==> src/rtl/spi_adc_scanner.sv <==
// Serial ADC scanner: periodically clocks one conversion frame out of a serial ADC,
// steps the analog mux after each frame and presents channel-tagged results on valid/ready.
module spi_adc_scanner #(
    parameter int DATA_W  = 12,
    parameter int LEAD_W  = 4,
    parameter int CLK_DIV = 8,
    parameter int NCH     = 4,
    parameter int CH_W    = 2,
    parameter int PERIOD  = 4000
) (
    input  logic              CLK_i,
    input  logic              RSTn_i,
    input  logic              EN_i,
    input  logic              SDO_i,
    output logic              CS_o,
    output logic              SCLK_o,
    output logic [CH_W-1:0]   AMUX_o,
    output logic [DATA_W-1:0] DATA_o,
    output logic [CH_W-1:0]   CH_o,
    output logic              VALID_o,
    input  logic              READY_i,
    output logic              OVR_o,
    input  logic              OVR_CLR_i
);
    localparam int FRAME = LEAD_W + DATA_W;
    localparam int TMR_W = (PERIOD > 1) ? $clog2(PERIOD) : 1;
    localparam int DIV_W = (CLK_DIV > 1) ? $clog2(CLK_DIV) : 1;
    localparam int BIT_W = (FRAME > 1) ? $clog2(FRAME) : 1;

    localparam logic [1:0] ST_IDLE  = 2'd0;
    localparam logic [1:0] ST_SETUP = 2'd1;
    localparam logic [1:0] ST_SHIFT = 2'd2;
    localparam logic [1:0] ST_HOLD  = 2'd3;

    logic [1:0]        state_r;
    logic [TMR_W-1:0]  timer_r;
    logic [DIV_W-1:0]  div_r;
    logic [BIT_W-1:0]  bit_r;
    logic [DATA_W-1:0] shift_r;
    logic              cs_r;
    logic              sclk_r;
    logic [CH_W-1:0]   amux_r;
    logic [DATA_W-1:0] data_r;
    logic [CH_W-1:0]   ch_r;
    logic              valid_r;
    logic              ovr_r;

    logic              tick_s;
    logic              div_done_s;
    logic              last_bit_s;
    logic              capture_s;
    logic [CH_W-1:0]   amux_next_s;

    // Decode timer wrap, divider/bit terminal counts, capture strobe and next mux address
    always_comb begin
        tick_s      = 1'b0;
        div_done_s  = 1'b0;
        last_bit_s  = 1'b0;
        capture_s   = 1'b0;
        amux_next_s = amux_r + CH_W'(1);
        if (EN_i && (timer_r == TMR_W'(PERIOD - 1))) begin
            tick_s = 1'b1;
        end else begin
            tick_s = 1'b0;
        end
        if (div_r == DIV_W'(CLK_DIV - 1)) begin
            div_done_s = 1'b1;
        end else begin
            div_done_s = 1'b0;
        end
        if (bit_r == BIT_W'(FRAME - 1)) begin
            last_bit_s = 1'b1;
        end else begin
            last_bit_s = 1'b0;
        end
        if ((state_r == ST_HOLD) && div_done_s) begin
            capture_s = 1'b1;
        end else begin
            capture_s = 1'b0;
        end
        if (amux_r == CH_W'(NCH - 1)) begin
            amux_next_s = {CH_W{1'b0}};
        end else begin
            amux_next_s = amux_r + CH_W'(1);
        end
    end

    // Period timer: free-runs while enabled, held at zero while disabled
    always_ff @(posedge CLK_i or negedge RSTn_i) begin
        if (!RSTn_i) begin
            timer_r <= {TMR_W{1'b0}};
        end else if (!EN_i || tick_s) begin
            timer_r <= {TMR_W{1'b0}};
        end else begin
            timer_r <= timer_r + TMR_W'(1);
        end
    end

    // Frame sequencer; ticks seen outside IDLE are simply ignored
    always_ff @(posedge CLK_i or negedge RSTn_i) begin
        if (!RSTn_i) begin
            state_r <= ST_IDLE;
            div_r   <= {DIV_W{1'b0}};
            bit_r   <= {BIT_W{1'b0}};
            shift_r <= {DATA_W{1'b0}};
            cs_r    <= 1'b1;
            sclk_r  <= 1'b0;
        end else begin
            case (state_r)
                ST_IDLE: begin
                    div_r  <= {DIV_W{1'b0}};
                    bit_r  <= {BIT_W{1'b0}};
                    sclk_r <= 1'b0;
                    if (tick_s) begin
                        state_r <= ST_SETUP;
                        cs_r    <= 1'b0;
                    end else begin
                        cs_r    <= 1'b1;
                    end
                end
                ST_SETUP: begin
                    if (div_done_s) begin
                        div_r   <= {DIV_W{1'b0}};
                        state_r <= ST_SHIFT;
                    end else begin
                        div_r   <= div_r + DIV_W'(1);
                    end
                end
                ST_SHIFT: begin
                    if (!div_done_s) begin
                        div_r <= div_r + DIV_W'(1);
                    end else if (!sclk_r) begin
                        // Leading bits fall off the top, leaving the last DATA_W bits
                        div_r   <= {DIV_W{1'b0}};
                        sclk_r  <= 1'b1;
                        shift_r <= DATA_W'({shift_r, SDO_i});
                    end else begin
                        div_r  <= {DIV_W{1'b0}};
                        sclk_r <= 1'b0;
                        if (last_bit_s) begin
                            bit_r   <= {BIT_W{1'b0}};
                            state_r <= ST_HOLD;
                        end else begin
                            bit_r   <= bit_r + BIT_W'(1);
                        end
                    end
                end
                ST_HOLD: begin
                    if (div_done_s) begin
                        div_r   <= {DIV_W{1'b0}};
                        cs_r    <= 1'b1;
                        state_r <= ST_IDLE;
                    end else begin
                        div_r   <= div_r + DIV_W'(1);
                    end
                end
                default: begin
                    state_r <= ST_IDLE;
                    cs_r    <= 1'b1;
                    sclk_r  <= 1'b0;
                end
            endcase
        end
    end

    // Result register, channel stepping and valid/ready handshake
    always_ff @(posedge CLK_i or negedge RSTn_i) begin
        if (!RSTn_i) begin
            data_r  <= {DATA_W{1'b0}};
            ch_r    <= {CH_W{1'b0}};
            amux_r  <= {CH_W{1'b0}};
            valid_r <= 1'b0;
        end else if (capture_s) begin
            data_r  <= shift_r;
            ch_r    <= amux_r;
            amux_r  <= amux_next_s;
            valid_r <= 1'b1;
        end else if (valid_r && READY_i) begin
            valid_r <= 1'b0;
        end else begin
            valid_r <= valid_r;
        end
    end

    // Sticky overrun: a capture onto unaccepted data; set beats clear
    always_ff @(posedge CLK_i or negedge RSTn_i) begin
        if (!RSTn_i) begin
            ovr_r <= 1'b0;
        end else if (capture_s && valid_r && !READY_i) begin
            ovr_r <= 1'b1;
        end else if (OVR_CLR_i) begin
            ovr_r <= 1'b0;
        end else begin
            ovr_r <= ovr_r;
        end
    end

    assign CS_o    = cs_r;
    assign SCLK_o  = sclk_r;
    assign AMUX_o  = amux_r;
    assign DATA_o  = data_r;
    assign CH_o    = ch_r;
    assign VALID_o = valid_r;
    assign OVR_o   = ovr_r;

endmodule

==> config.mk <==
export PLATFORM = sky130hd
export DESIGN_NAME = spi_adc_scanner
export DESIGN_NICKNAME = d
export VERILOG_FILES = /design/src/rtl/spi_adc_scanner.sv
export SDC_FILE = /design/constraint.sdc
export NUM_CORES = 1
export LEC_CHECK = 0
export CAP_MARGIN = 20
export CELL_PAD_IN_SITES_DETAIL_PLACEMENT = 0
export CELL_PAD_IN_SITES_GLOBAL_PLACEMENT = 1
export CORE_MARGIN = 2
export CORE_UTILIZATION = 40
export CTS_BUF_LIST = sky130_fd_sc_hd__clkbuf_8
export DETAILED_ROUTE_END_ITERATION = 12
export GPL_ROUTABILITY_DRIVEN = 0
export PLACE_DENSITY_LB_ADDON = 0.25
export SLEW_MARGIN = 20
export SYNTH_ARGS = -nofsm -noshare
export SYNTH_HDL_FRONTEND = slang
export SYNTH_SLANG_ARGS = --single-unit
==> constraint.sdc <==
create_clock -name CLK_i -period 2.6 [get_ports CLK_i]
set_input_delay 0.52 -clock CLK_i [delete_from_list [all_inputs] [get_ports CLK_i]]
set_output_delay 0.52 -clock CLK_i [all_outputs]
set_load 0.05 [all_outputs]
==> out/notes.md <==
The run finished with clean final reports. Met1 wire length: 1.69 mm. The number of cells reported by Yosys stat comes to 184.

STA puts the critical path data required time at 2.08 ns. The number of nets in the synthesized netlist came out at 199. The launch point of the critical path was reported as CS_o. The tools report the number of setup violations in the final report as 0. The startpoint identified for the worst register-to-register timing path is timer_r[0]. The share of power burned in registers came out at 0.598.

Once detailed placement completed, the half-perimeter wirelength came to 2.84 mm. The arithmetic-cell share of the synthesized area counting full adders, half adders and majority gates was 0.0489. The min-delay analysis places its worst path in the category input port to asynchronous set/reset pin. Clock skew on the completed layout was measured at 0.00701 ns. After routing, the total negative slack on setup checks comes to 0 ns. The total clock buffers created by CTS came out at 5.

The internal portion of the total power is 1.12 mW. With the global routing met3 resource utilization at 0.0396, the clock-cell share of area is 0.0379. For this run, combinational gates with multiple inputs come to 121.

Power attributed to combinational cells is 0.0363 mW. The H-tree generated during clock tree synthesis spans 2 levels.
-- worst paths after layout --
check,endpoint,slack (ns)
min,DATA_o[11],0.34
max in group asynchronous,shift_r[3],1.56
max,CS_o,0.43
max reg2reg,state_r[1],0.65
min reg2reg,div_r[0],0.44
min in group CLK_i,div_r[0],0.44
-- through the flow --
stage / power [mW] / instances / setup WS [ns] / area (µm²)
3_3_place_gp: 0.885 / 279 / 0.407 / 2630
2_1_floorplan: 0.858 / 184 / 0.779 / 2300
5_1_grt: 1.46 / 286 / 0.389 / 2740
6_report: 1.39 / 286 / 0.432 / 2740
3_5_place_dp: 0.887 / 279 / 0.361 / 2630
4_1_cts: 1.42 / 286 / 0.413 / 2740
Figure 1. Placement by cell class.
Fill, decap, tap and diode cells in gray.
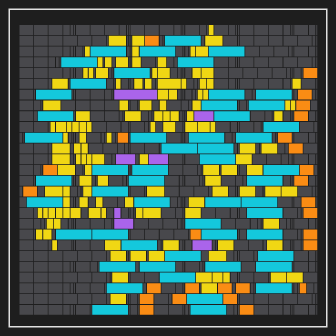
combinational and other logic: drawn in yellow, cells 127, share of their area 36%. flops: drawn in cyan, cells 53, share of their area 50%. clock drivers and dummy loads: drawn in purple, cells 7, share of their area 3.9%. other buffers and delay cells: drawn in orange, cells 27, share of their area 9.8%.
total non-filler cell area in the finished layout: 2740 µm²
sequential share of cell area: 0.485

Figure 2. Wiring by layer.
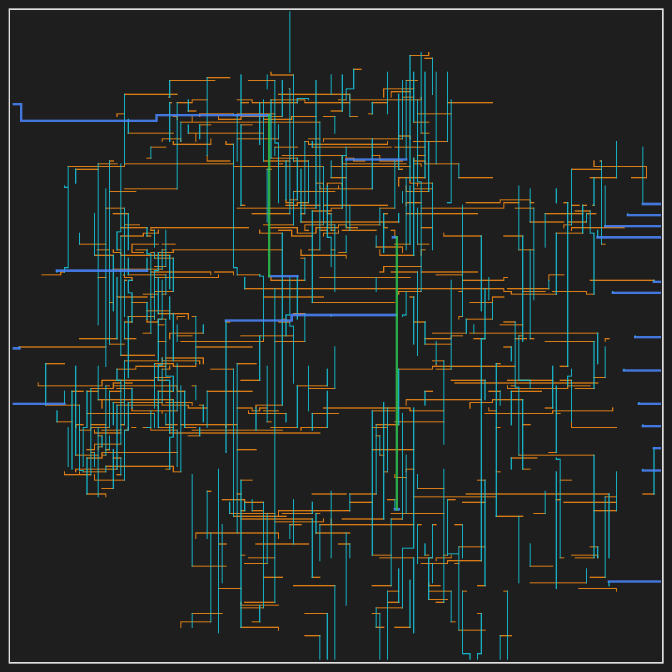
metal 2: drawn in cyan, wire length 2,020 µm. metal 1: drawn in orange, wire length 1,690 µm. metal 3: drawn in blue, wire length 132 µm. metal 4: drawn in green, wire length 53.0 µm.
wire per inst: 13.6 µm
vias after detailed routing: 1,483
overall routed net length: 3.89 mm
overall fraction of global-route tracks in use: 0.133

Figure 3. Wires at chosen ports, followed through buffers.
Bar = 20 µm.
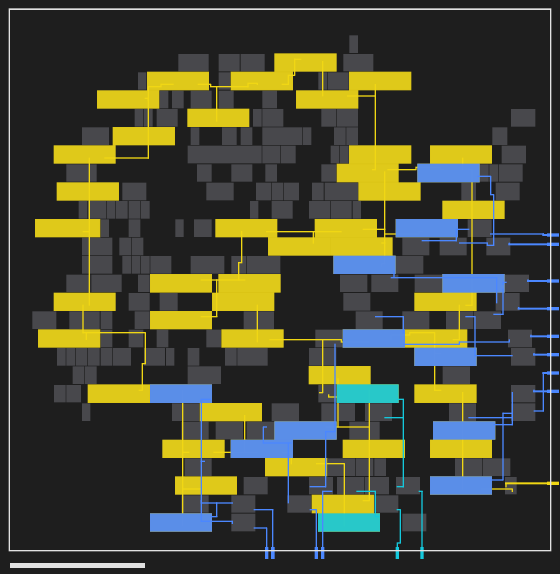
DATA_o: drawn in blue, bits 12, direction output, edge 8 east, 4 south, end cells 12, wire 255 µm. CH_o: drawn in cyan, bits 2, direction output, edge south, end cells 2, wire 39.8 µm. RSTn_i: drawn in yellow, bits 1, direction input, edge east, end cells 53, wire 366 µm.
ports placed on the boundary: 26
count of port buffers added during placement: 25

Figure 4. Drive-strength map.
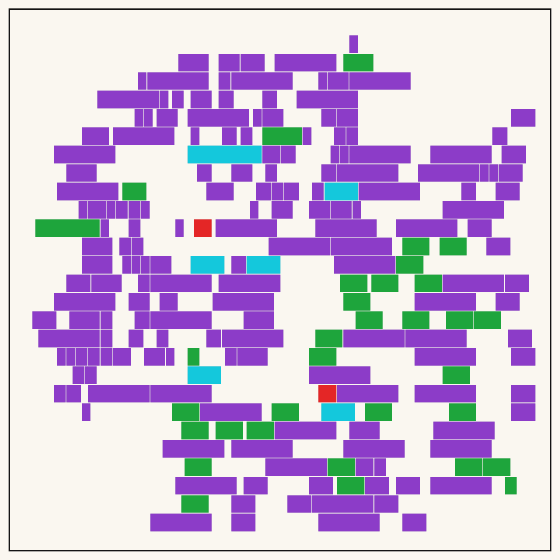
_2 cells: drawn in green, cells 33, most used mux2_2. _3 and _4 cells: drawn in red, cells 2, most used buf_4. _0 and _1 cells: drawn in purple, cells 173, most used dfrtp_1. _6 and larger: drawn in cyan, cells 6, most used clkbuf_8.
synth-to-layout area growth: 18.9%
worst setup margin: 0.432 ns
non-clock buffer instance count of the final layout: 27

Figure 5. Cell placement.
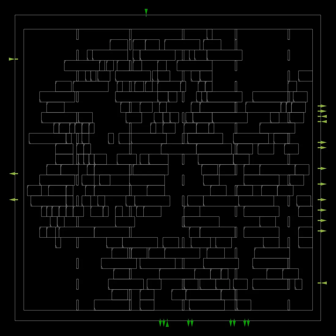
number of flip-flops and latches: 53
core box area: 5540 µm²

No activity file was given, so power comes from the tool's default toggle rates.
